$ cat config.mk
export PLATFORM = sky130hd
export DESIGN_NAME = seq_sub_divider
export DESIGN_NICKNAME = d
export VERILOG_FILES = /design/src/rtl/calc_pkg.sv /design/src/rtl/nbit_subtractor.sv /design/src/rtl/seq_sub_divider.sv
export SDC_FILE = /design/constraint.sdc
export NUM_CORES = 1
export LEC_CHECK = 0
export CAP_MARGIN = 15
export CORE_UTILIZATION = 48
export CTS_CLUSTER_SIZE = 8
export DETAILED_ROUTE_END_ITERATION = 6
export PLACE_DENSITY = 0.74
export SYNTH_ARGS = -nofsm -noshare
export SYNTH_HDL_FRONTEND = slang
export SYNTH_SLANG_ARGS = --single-unit
$ cat constraint.sdc
create_clock -name clk -period 3.3 [get_ports clk]
set_input_delay 0.33 -clock clk [delete_from_list [all_inputs] [get_ports clk]]
set_output_delay 0.33 -clock clk [all_outputs]
set_load 0.005 [all_outputs]
$ cat src/rtl/calc_pkg.sv
// Shared encodings for the subtract/divide unit: FSM states and operation selects.
package calc_pkg;

  typedef enum logic [1:0] {
    ST_IDLE = 2'd0,
    ST_CALC = 2'd1,
    ST_DONE = 2'd2
  } state_t;

  localparam logic OP_SUB = 1'b0;
  localparam logic OP_DIV = 1'b1;

endpackage : calc_pkg

$ cat src/rtl/nbit_subtractor.sv
// Ripple-borrow subtractor: diff_o = minuend_i - subtrahend_i, borrow_o set when the
// unsigned minuend is smaller than the subtrahend.
module nbit_subtractor #(
  parameter int WIDTH = 5
) (
  input  logic [WIDTH-1:0] minuend_i,
  input  logic [WIDTH-1:0] subtrahend_i,
  output logic [WIDTH-1:0] diff_o,
  output logic             borrow_o
);

  logic [WIDTH:0] bw_chain;

  assign bw_chain[0] = 1'b0;

  // One full-subtractor cell per bit, borrow rippling from LSB to MSB.
  for (genvar gi = 0; gi < WIDTH; gi++) begin : g_cell
    assign diff_o[gi]       = minuend_i[gi] ^ subtrahend_i[gi] ^ bw_chain[gi];
    assign bw_chain[gi + 1] = (~minuend_i[gi] & subtrahend_i[gi]) |
                              (~(minuend_i[gi] ^ subtrahend_i[gi]) & bw_chain[gi]);
  end

  assign borrow_o = bw_chain[WIDTH];

endmodule : nbit_subtractor

$ cat src/rtl/seq_sub_divider.sv
// Subtract/divide unit for the calculator datapath. Subtract finishes in the accept
// cycle; divide is restoring, one quotient bit per CALC cycle. A single WIDTH+1-bit
// subtractor is shared between the subtract operation and the divide trial subtraction.
// Optional build macro DIVIDER_SIGNED_EN: two's complement operands (signed overflow on
// subtract, truncating signed divide with the sign fix applied when entering DONE).
module seq_sub_divider
  import calc_pkg::*;
#(
  parameter int WIDTH = 4
) (
  input  logic             clk,
  input  logic             rst,
  input  logic             start,
  input  logic             op_sel,
  input  logic [WIDTH-1:0] a,
  input  logic [WIDTH-1:0] b,
  output logic             ready,
  output logic             done,
  output logic [WIDTH-1:0] result,
  output logic [WIDTH-1:0] remainder,
  output logic             borrow,
  output logic             div_by_zero
);

  localparam int            CW       = $clog2(WIDTH);
  localparam logic [CW-1:0] LAST_CNT = CW'(WIDTH - 1);

  state_t           state_q, state_d;
  logic [CW-1:0]    count_q, count_d;
  logic [WIDTH-1:0] dvd_q, dvd_d;      // dividend bits shifting out, quotient bits shifting in
  logic [WIDTH-1:0] dvs_q, dvs_d;      // latched divisor (magnitude)
  logic [WIDTH-1:0] prem_q, prem_d;    // partial remainder, always below the divisor
  logic [WIDTH-1:0] result_q, result_d;
  logic [WIDTH-1:0] remainder_q, remainder_d;
  logic             borrow_q, borrow_d;
  logic             dbz_q, dbz_d;
  logic             done_q, done_d;

  logic [WIDTH-1:0] a_mag, b_mag;
  logic [WIDTH:0]   sub_op_x, sub_op_y;
  logic [WIDTH:0]   sub_x, sub_y, sub_diff, shift_rem;
  logic             sub_borrow, sub_flag;
  logic             q_bit;
  logic [WIDTH-1:0] quo_next, rem_next;
  logic [WIDTH-1:0] result_fin, rem_fin;
  logic             borrow_fin;

`ifdef DIVIDER_SIGNED_EN
  localparam logic [WIDTH-1:0] MIN_VAL = {1'b1, {(WIDTH-1){1'b0}}};

  logic qneg_q, qneg_d;   // quotient must be negated
  logic rneg_q, rneg_d;   // remainder takes the dividend's sign
  logic ovf_q, ovf_d;     // MIN / -1

  // Divide runs on magnitudes; MIN maps onto 2^(WIDTH-1), which fits unsigned.
  assign a_mag = a[WIDTH-1] ? (~a + 1'b1) : a;
  assign b_mag = b[WIDTH-1] ? (~b + 1'b1) : b;
  // Sign-extended subtract: top two result bits disagree exactly on signed overflow.
  assign sub_op_x = {a[WIDTH-1], a};
  assign sub_op_y = {b[WIDTH-1], b};
  assign sub_flag = sub_diff[WIDTH] ^ sub_diff[WIDTH-1];
  assign result_fin = qneg_q ? (~quo_next + 1'b1) : quo_next;
  assign rem_fin    = rneg_q ? (~rem_next + 1'b1) : rem_next;
  assign borrow_fin = ovf_q;
`else
  assign a_mag = a;
  assign b_mag = b;
  // Zero-extended subtract: the extra top bit is the unsigned borrow.
  assign sub_op_x = {1'b0, a};
  assign sub_op_y = {1'b0, b};
  assign sub_flag = sub_diff[WIDTH];
  assign result_fin = quo_next;
  assign rem_fin    = rem_next;
  assign borrow_fin = 1'b0;
`endif

  // Partial remainder shifted left with the next dividend MSB brought in.
  assign shift_rem = {prem_q, dvd_q[WIDTH-1]};

  // Share the subtractor: trial subtraction while dividing, operand subtract otherwise.
  always_comb begin
    sub_x = sub_op_x;
    sub_y = sub_op_y;
    if (state_q == ST_CALC) begin
      sub_x = shift_rem;
      sub_y = {1'b0, dvs_q};
    end
  end

  nbit_subtractor #(
    .WIDTH(WIDTH + 1)
  ) u_sub (
    .minuend_i   (sub_x),
    .subtrahend_i(sub_y),
    .diff_o      (sub_diff),
    .borrow_o    (sub_borrow)
  );

  // Restoring step: keep the difference when non-negative, otherwise restore.
  assign q_bit    = ~sub_borrow;
  assign rem_next = q_bit ? sub_diff[WIDTH-1:0] : shift_rem[WIDTH-1:0];
  assign quo_next = {dvd_q[WIDTH-2:0], q_bit};

  // Next-state and output-register update; outputs change only on entry to DONE.
  always_comb begin
    state_d     = state_q;
    count_d     = count_q;
    dvd_d       = dvd_q;
    dvs_d       = dvs_q;
    prem_d      = prem_q;
    result_d    = result_q;
    remainder_d = remainder_q;
    borrow_d    = borrow_q;
    dbz_d       = dbz_q;
    done_d      = 1'b0;
`ifdef DIVIDER_SIGNED_EN
    qneg_d = qneg_q;
    rneg_d = rneg_q;
    ovf_d  = ovf_q;
`endif
    case (state_q)
      ST_IDLE, ST_DONE: begin
        state_d = ST_IDLE;
        if (start) begin
          if (op_sel == OP_SUB) begin
            state_d     = ST_DONE;
            done_d      = 1'b1;
            result_d    = sub_diff[WIDTH-1:0];
            remainder_d = '0;
            borrow_d    = sub_flag;
            dbz_d       = 1'b0;
          end else if (b == '0) begin
            state_d     = ST_DONE;
            done_d      = 1'b1;
            result_d    = '1;
            remainder_d = a;
            borrow_d    = 1'b0;
            dbz_d       = 1'b1;
          end else begin
            state_d = ST_CALC;
            count_d = '0;
            prem_d  = '0;
            dvd_d   = a_mag;
            dvs_d   = b_mag;
`ifdef DIVIDER_SIGNED_EN
            qneg_d = a[WIDTH-1] ^ b[WIDTH-1];
            rneg_d = a[WIDTH-1];
            ovf_d  = (a == MIN_VAL) && (b == '1);
`endif
          end
        end
      end
      ST_CALC: begin
        count_d = count_q + 1'b1;
        dvd_d   = quo_next;
        prem_d  = rem_next;
        if (count_q == LAST_CNT) begin
          state_d     = ST_DONE;
          done_d      = 1'b1;
          result_d    = result_fin;
          remainder_d = rem_fin;
          borrow_d    = borrow_fin;
          dbz_d       = 1'b0;
        end
      end
      default: state_d = ST_IDLE;
    endcase
  end

  // State and output registers with synchronous reset; reset also aborts a divide.
  always_ff @(posedge clk) begin
    if (rst) begin
      state_q     <= ST_IDLE;
      count_q     <= '0;
      dvd_q       <= '0;
      dvs_q       <= '0;
      prem_q      <= '0;
      result_q    <= '0;
      remainder_q <= '0;
      borrow_q    <= 1'b0;
      dbz_q       <= 1'b0;
      done_q      <= 1'b0;
`ifdef DIVIDER_SIGNED_EN
      qneg_q <= 1'b0;
      rneg_q <= 1'b0;
      ovf_q  <= 1'b0;
`endif
    end else begin
      state_q     <= state_d;
      count_q     <= count_d;
      dvd_q       <= dvd_d;
      dvs_q       <= dvs_d;
      prem_q      <= prem_d;
      result_q    <= result_d;
      remainder_q <= remainder_d;
      borrow_q    <= borrow_d;
      dbz_q       <= dbz_d;
      done_q      <= done_d;
`ifdef DIVIDER_SIGNED_EN
      qneg_q <= qneg_d;
      rneg_q <= rneg_d;
      ovf_q  <= ovf_d;
`endif
    end
  end

  assign ready       = (state_q != ST_CALC);
  assign done        = done_q;
  assign result      = result_q;
  assign remainder   = remainder_q;
  assign borrow      = borrow_q;
  assign div_by_zero = dbz_q;

endmodule : seq_sub_divider

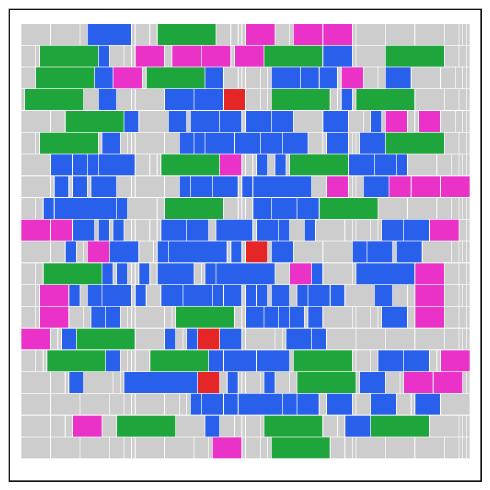
run_1/cell_classes.png
Scale: 8 px per um. Fill, decap, tap and diode cells in grey.
colour	class	cells	share of their area
blue	all other logic	133	53%
green	flops	27	29%
red	clock drivers and dummy loads	4	1.6%
magenta	other buffers and delay cells	32	16%

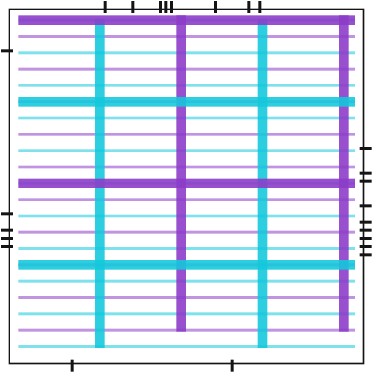
run_1/pdn.png
Scale: 6 px per um. Pins as bars on the die edge.
colour	net
purple	VDD
cyan	VSS
met5 straps	4
met4 straps	4
signal pins	24

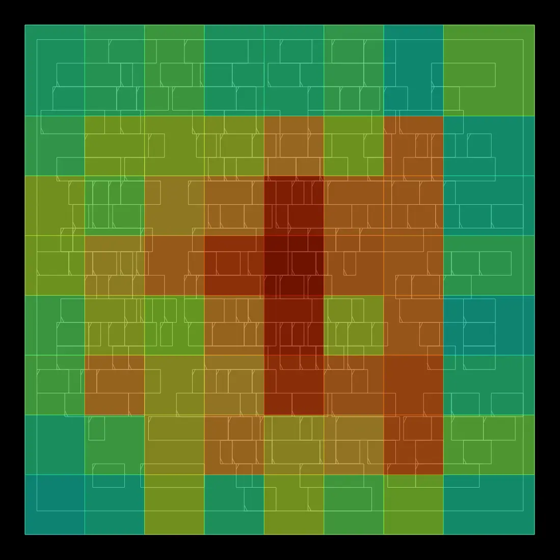
run_1/final_congestion.png
met2 Usage GRT: 0.3799
most crowded layer after global routing: met2
met3 global-route usage: 0.03516
grt met1 use: 0.3535

==> flow_summary_export.csv, run 1 <==
group,metric,value,unit
detailed_routing,detail_route.iter0.violations,73,
finish,most_common_logic_cell_in_the_routed_design,"sky130_fd_sc_hd__dfxtp_1",
setup_path,slowest_stage,"sky130_fd_sc_hd__or4_1",
cts,clockBufferDepth,2,
detailed_routing,met2_wirelength,1.805,mm
detailed_routing,antenna_violating_nets_post_route,0,
final_timing,worst-slew-pin-transition,0.6096,ns
setup_path,critical_path_buf_inv_count,3,
finish,final_non_filler_cell_total,240,
final_timing,finalHoldViolCount,0,
finish,num-multi-input-gates,129,
finish,finish.utilization,0.6193,
logic_synthesis,postSynthCellCount,172,
detailed_routing,wl,3.823,mm
finish,flop_area,540.5,um^2
finish,area_growth,22.05,%
power_and_ir_drop,combPwrFrac,0.299,
power_and_ir_drop,share_seq_of_total_power,0.495,
finish,combGateArea,952.2,um^2
final_timing,report.final.slew_viol_count,0,
logic_synthesis,synthAdderAreaFrac,0.07108,
logic_synthesis,post_synthesis_share_of_cell_area_spent_on_and_or_and_or_and_gates,0.2310,
placement,place.detailed.instances,236,
grt,grt_antenna_before_repair,0,
die,placementRows,20,
cts,cts_made_buffers,3,
detailed_routing,route.layer.met1.wl,1.695,mm
logic_synthesis,post_synth_instance_area,1549,um^2
detailed_routing,dr_total_vias,1396,
cts,htreeDepth,1,
grt,gr-usage-all-layers,0.2501,
grt,via_count_of_the_first_global_routing_pass,1314,
finish,layout.buffer.nonclock.area_share,0.1575,
setup_path,r2r-start,"state_q[0]",
logic_synthesis,floorplan.nets,191,
die,die_area,3458,um^2
finish,area_dominant_class,"combinational gates",
cts,numClockSinks,27,
power_and_ir_drop,seq_cell_power,0.366,mW
logic_synthesis,yosys.cell_types.count,43,
run,max-cap-violations,0,
placement,standard_cell_area_after_detailed_placement,1848,um^2
final_timing,setup_total_negative_slack,0,ns
finish,proportion_of_cell_area_spent_on_the_clock_network,0.01588,
hold_path,worstHoldPathCells,2,
detailed_routing,drc_markers,0,
detailed_routing,dr_wl_met3,225,um
power_and_ir_drop,netSwitchingFraction,0.3113,
logic_synthesis,largest_area_cell,"sky130_fd_sc_hd__dfxtp_1",
detailed_routing,dr.max_layer_used,"met4",
setup_path,worstSetupPathDepth,13,
die,design.portCount,24,
setup_path,crit_path_end,"borrow",
cts,cts_setup_buffers,0,
final_timing,setup_repair_after_global_routing_missed_its_margin,"no",
die,fp-utilization,0.5074,
setup_path,critical_path.cell_chain,"nor2b_2 > inv_2 > nand2_1 > a21boi_0 > ha_1 > fa_1 > inv_1 > fa_1 > fa_1 > inv_2 > ha_1 > or4_1 > mux2i_1",
setup_path,r2r_end,"borrow",
run_status,status,"complete, no violations",
cts,cts-hold-fix-buffers,0,
setup_path,regToRegSetupSlack,0.21,ns
setup_path,critical-path-max-stage-delay,0.49,ns
logic_synthesis,synth.comb.largest_family,"simple AND/OR/NAND/NOR gates",
power_and_ir_drop,pwr-share-clk,0.206,
grt,grt_pass1_wl,6.396,mm
finish,post_route_cells_drive_above_1_share,0.1327,
setup_path,cpMostUsedCell,"sky130_fd_sc_hd__fa_1",
power_and_ir_drop,power_switching,0.2304,mW
hold_path,whs_endpoint,"result[3]",
finish,sh_seq_area,0.2859,
setup_path,critPathRequiredTime,3.58,ns
logic_synthesis,yosysCellCount,172,
power_and_ir_drop,p_per_area,391.5,nW/um^2
finish,fin_nets,216,
finish,buffers_excl_clock,32,
setup_path,crit_family,"adder cells",
run,tool_warnings,27,
finish,clkbuf_count,3,
placement,gpl.final_weighted_congestion,0.9756,
setup_path,cp.arrival,3.37,ns
finish,inverters_excl_clock,4,
power_and_ir_drop,comb-power,0.222,mW
cts,tritoncts_clock_tree,"yes",
power_and_ir_drop,fin_total_pwr,0.7402,mW
finish,comb_area_share,0.5036,
setup_path,worst_setup_path_end_kind,"flop",
setup_path,crit_start,"state_q[0]",
logic_synthesis,netlist.area_leader.share,0.3489,
logic_synthesis,common_cells,"27 x sky130_fd_sc_hd__dfxtp_1, 25 x sky130_fd_sc_hd__nand2_1, 10 x sky130_fd_sc_hd__clkbuf_1",
cts,ctsResizeCount,0,
die,area_of_the_core_region,3053,um^2
logic_synthesis,post_synthesis_share_of_cell_area_spent_on_and_or_nand_and_nor_gates,0.2351,
final_timing,max_slew_margin,0.5923,
final_timing,timing.final.setup_violations,0,
logic_synthesis,yosys_warns,0,
logic_synthesis,ys_seq_elements,27,
power_and_ir_drop,top_power_group,"sequential cells",
setup_path,timing.critical_path.fanout_max,9,
setup_path,startpoint_type,"flop",
detailed_routing,vias_cell,5.817,
die,taps,44,
power_and_ir_drop,p_leak,0.7314,nW
hold_path,worst_hold_path_type,"reg2reg",
logic_synthesis,mux_area_frac,0.06947,
finish,sequential_cell_total,27,
grt,grt_overflow,0,
setup_path,worstSetupPathType,"reg2reg",
placement,hpwl,2.826,mm
placement,dp_worst_setup_slack,0.07234,ns
finish,most-common-layout-cells,"27 x sky130_fd_sc_hd__dfxtp_1, 25 x sky130_fd_sc_hd__nand2_1, 23 x sky130_fd_sc_hd__clkdlybuf4s50_1",
power_and_ir_drop,power.clock.total,0.152,mW
logic_synthesis,synthArstFlopShare,0,
placement,numPortBuffers,23,
final_timing,max_freq,323.7,MHz
logic_synthesis,synthXorXnorAreaFrac,0,
final_timing,layout_min_cycle_time,3.089,ns
cts,clock_transition_time_at_the_flip_flop_clock_pins_of_the_worst_setup_and_hold_paths,0.15,ns
power_and_ir_drop,worst_case_vdd_ir_drop,0.2246,mV
logic_synthesis,seq_area_frac_synth,0.3489,
cts,clk-insertion-delay-late,0.35,ns
finish,fill_cells,284,
logic_synthesis,synth-area-yosys,1549,um^2
detailed_routing,drt-wirelength-per-cell,15.93,um
logic_synthesis,synth.most_common_cell,"sky130_fd_sc_hd__dfxtp_1",
logic_synthesis,netlist_top_cells_area,"sky130_fd_sc_hd__dfxtp_1 35%, sky130_fd_sc_hd__nand2_1 6.1%, sky130_fd_sc_hd__mux2i_1 4.5%",
logic_synthesis,syn-mean-instance-area,9.006,um^2
cts,root_buffer,"sky130_fd_sc_hd__clkbuf_4",
setup_path,timing.reg2reg.worst_path_depth,13,
die,die_h,58.81,um
final_timing,fin_worst_hold_slack,0.4875,ns
power_and_ir_drop,power_report.internal_total,0.5098,mW
final_timing,skew,0.009331,ns
grt,grt_start_max_net_pins,20,
logic_synthesis,synth-edff-count,0,
logic_synthesis,dominantRegCellSynth,"sky130_fd_sc_hd__dfxtp_1",
detailed_routing,drt_pre_antenna_iters,4,
finish,stdcell_area,1891,um^2
finish,number_of_diodes,0,
final_timing,postLayoutSetupSlackWorst,0.2110,ns
run_1/clock_map.png
Scale: 10 px per um.
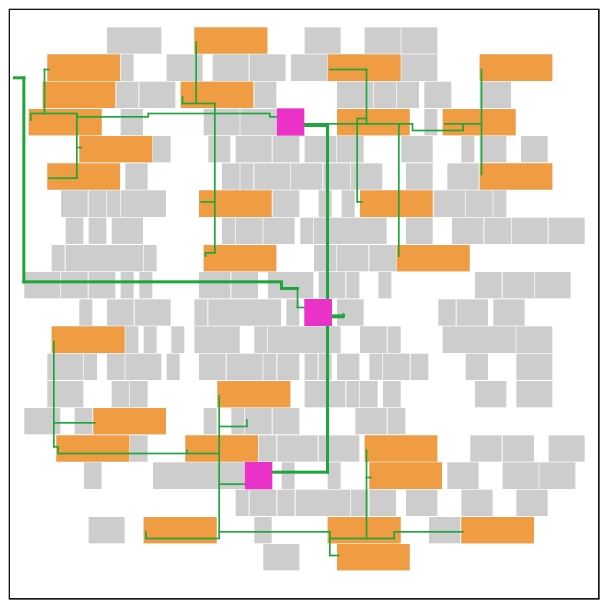

--- run 2 (diff from run 1) ---
--- a/config.mk
+++ b/config.mk
@@ -6,6 +6,7 @@
 export NUM_CORES = 1
 export LEC_CHECK = 0
 export CAP_MARGIN = 15
+export CORE_ASPECT_RATIO = 0.75
 export CORE_UTILIZATION = 48
 export CTS_CLUSTER_SIZE = 8
 export DETAILED_ROUTE_END_ITERATION = 6
==> constraint.sdc (replaced) <==
create_clock -name clk -period 2.6 [get_ports clk]
set_input_delay 0.26 -clock clk [delete_from_list [all_inputs] [get_ports clk]]
set_output_delay 0.26 -clock clk [all_outputs]
set_load 0.005 [all_outputs]
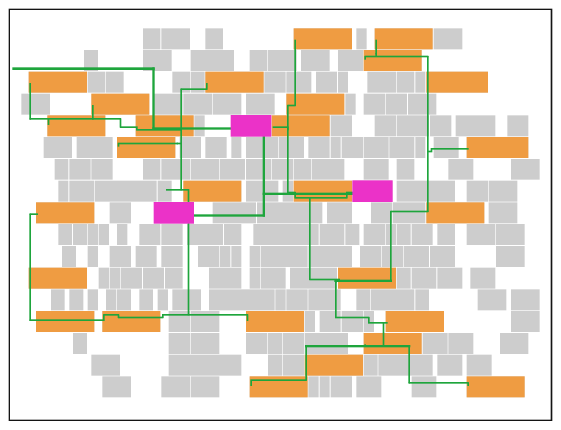
run_2/clock_map.png
Scale: 8 px per um.
[magenta] cells driving clock nets | count: 3
[orange] flip-flops | count: 27
[green] clock wires | length: 353 um
flops lie	widely spread
worst clock skew: 0.01154 ns
Clock Power Share: 0.231
source-to-sink clock delay at the later pin of the worst-skew pair: 0.29 ns
clk pwr: 0.251 mW

==> flow_summary_export.csv, run 2 <==
group,metric,value,unit
power_and_ir_drop,worst_case_vdd_ir_drop,0.4067,mV
setup_path,crit_start,"state_q[0]",
hold_path,whs_endpoint,"result[2]",
final_timing,max_freq,348.8,MHz
power_and_ir_drop,combPwrFrac,0.338,
power_and_ir_drop,power_report.internal_total,0.7425,mW
finish,comb_area_share,0.4918,
logic_synthesis,largest_area_cell,"sky130_fd_sc_hd__dfxtp_1",
detailed_routing,wl,4.650,mm
grt,grt_pass1_wl,7.500,mm
detailed_routing,antenna_violating_nets_post_route,0,
cts,htreeDepth,1,
run_status,status,"complete, but fails checks",
power_and_ir_drop,share_seq_of_total_power,0.431,
cts,cts_made_buffers,3,
final_timing,setup_repair_after_global_routing_missed_its_margin,"yes",
finish,combGateArea,1049,um^2
grt,grt_overflow,0,
setup_path,worst_setup_path_end_kind,"flop",
setup_path,critical-path-max-stage-delay,0.34,ns
finish,fin_nets,232,
cts,numClockSinks,27,
final_timing,max_slew_margin,0.7047,
finish,area_dominant_class,"combinational gates",
logic_synthesis,synthXorXnorAreaFrac,0,
grt,via_count_of_the_first_global_routing_pass,1622,
finish,area_growth,37.64,%
run_status,failing_checks,"setup timing",
finish,num-multi-input-gates,129,
cts,cts_setup_buffers,5,
logic_synthesis,yosys.cell_types.count,43,
finish,layout.buffer.nonclock.area_share,0.2013,
power_and_ir_drop,fin_total_pwr,1.084,mW
setup_path,crit_family,"adder cells",
die,area_of_the_core_region,2999,um^2
setup_path,critical_path_buf_inv_count,4,
setup_path,regToRegSetupSlack,-0.27,ns
detailed_routing,detail_route.iter0.violations,141,
detailed_routing,dr.max_layer_used,"met4",
logic_synthesis,synth.most_common_cell,"sky130_fd_sc_hd__dfxtp_1",
setup_path,cpMostUsedCell,"sky130_fd_sc_hd__fa_2",
final_timing,finalHoldViolCount,0,
finish,sh_seq_area,0.2547,
grt,grt_antenna_before_repair,0,
placement,dp_worst_setup_slack,-0.4482,ns
detailed_routing,dr_wl_met3,414,um
placement,gpl.final_weighted_congestion,0.9442,
setup_path,crit_path_end,"remainder[2]",
logic_synthesis,dominantRegCellSynth,"sky130_fd_sc_hd__dfxtp_1",
power_and_ir_drop,p_per_area,508.6,nW/um^2
power_and_ir_drop,p_leak,0.8646,nW
finish,buffers_excl_clock,48,
finish,finish.utilization,0.7109,
logic_synthesis,common_cells,"27 x sky130_fd_sc_hd__dfxtp_1, 25 x sky130_fd_sc_hd__nand2_1, 10 x sky130_fd_sc_hd__clkbuf_1",
setup_path,slowest_stage,"sky130_fd_sc_hd__dfxtp_2",
die,die_area,3461,um^2
final_timing,postLayoutSetupSlackWorst,-0.2668,ns
detailed_routing,dr_total_vias,1532,
placement,place.detailed.instances,241,
finish,most_common_logic_cell_in_the_routed_design,"sky130_fd_sc_hd__dfxtp_1",
setup_path,timing.critical_path.fanout_max,6,
setup_path,cp.arrival,3.04,ns
cts,cts-hold-fix-buffers,0,
cts,clock_transition_time_at_the_flip_flop_clock_pins_of_the_worst_setup_and_hold_paths,0.10,ns
detailed_routing,vias_cell,6.128,
hold_path,worst_hold_path_type,"reg2reg",
logic_synthesis,netlist_top_cells_area,"sky130_fd_sc_hd__dfxtp_1 35%, sky130_fd_sc_hd__nand2_1 6.1%, sky130_fd_sc_hd__mux2i_1 4.5%",
die,taps,38,
run,tool_warnings,30,
finish,final_non_filler_cell_total,250,
power_and_ir_drop,netSwitchingFraction,0.3152,
finish,proportion_of_cell_area_spent_on_the_clock_network,0.02171,
cts,ctsResizeCount,17,
setup_path,worstSetupPathType,"reg2reg",
grt,grt_start_max_net_pins,26,
finish,number_of_diodes,0,
logic_synthesis,synth.comb.largest_family,"simple AND/OR/NAND/NOR gates",
final_timing,report.final.slew_viol_count,0,
power_and_ir_drop,comb-power,0.366,mW
logic_synthesis,synthArstFlopShare,0,
detailed_routing,met2_wirelength,2.201,mm
detailed_routing,drt-wirelength-per-cell,18.60,um
die,placementRows,17,
cts,tritoncts_clock_tree,"yes",
finish,clkbuf_count,3,
final_timing,layout_min_cycle_time,2.867,ns
logic_synthesis,postSynthCellCount,172,
logic_synthesis,synth-area-yosys,1549,um^2
logic_synthesis,post_synthesis_share_of_cell_area_spent_on_and_or_and_or_and_gates,0.2310,
final_timing,timing.final.setup_violations,11,
logic_synthesis,post_synthesis_share_of_cell_area_spent_on_and_or_nand_and_nor_gates,0.2351,
final_timing,fin_worst_hold_slack,0.4827,ns
detailed_routing,route.layer.met1.wl,1.906,mm
logic_synthesis,syn-mean-instance-area,9.006,um^2
run,max-cap-violations,0,
logic_synthesis,yosysCellCount,172,
grt,most_crowded_layer_after_global_routing,"met2",
die,fp-utilization,0.5165,
power_and_ir_drop,power_switching,0.3417,mW
finish,flop_area,543.0,um^2
grt,gr-usage-all-layers,0.2977,
logic_synthesis,ys_seq_elements,27,
power_and_ir_drop,seq_cell_power,0.467,mW
grt,grt.met2_usage,0.4785,
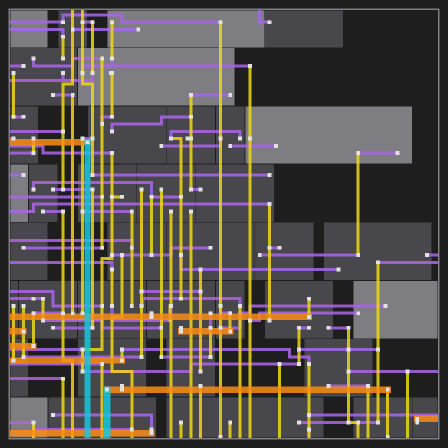
run_2/zoom.png
Window x 41 to 61, y 28 to 48 um. Cells in grey, sequential cells in the stronger grey; small squares are vias.
colour	layer
cyan	met4
purple	met1
orange	met3
yellow	met2
cells with their middle in the window	31
netlist names of flops here include	state_q (2)
most frequent	nor2_1 (3), buf_4 (3)
sequential cells in the window	4

Power is estimated from default activity; no workload was simulated.
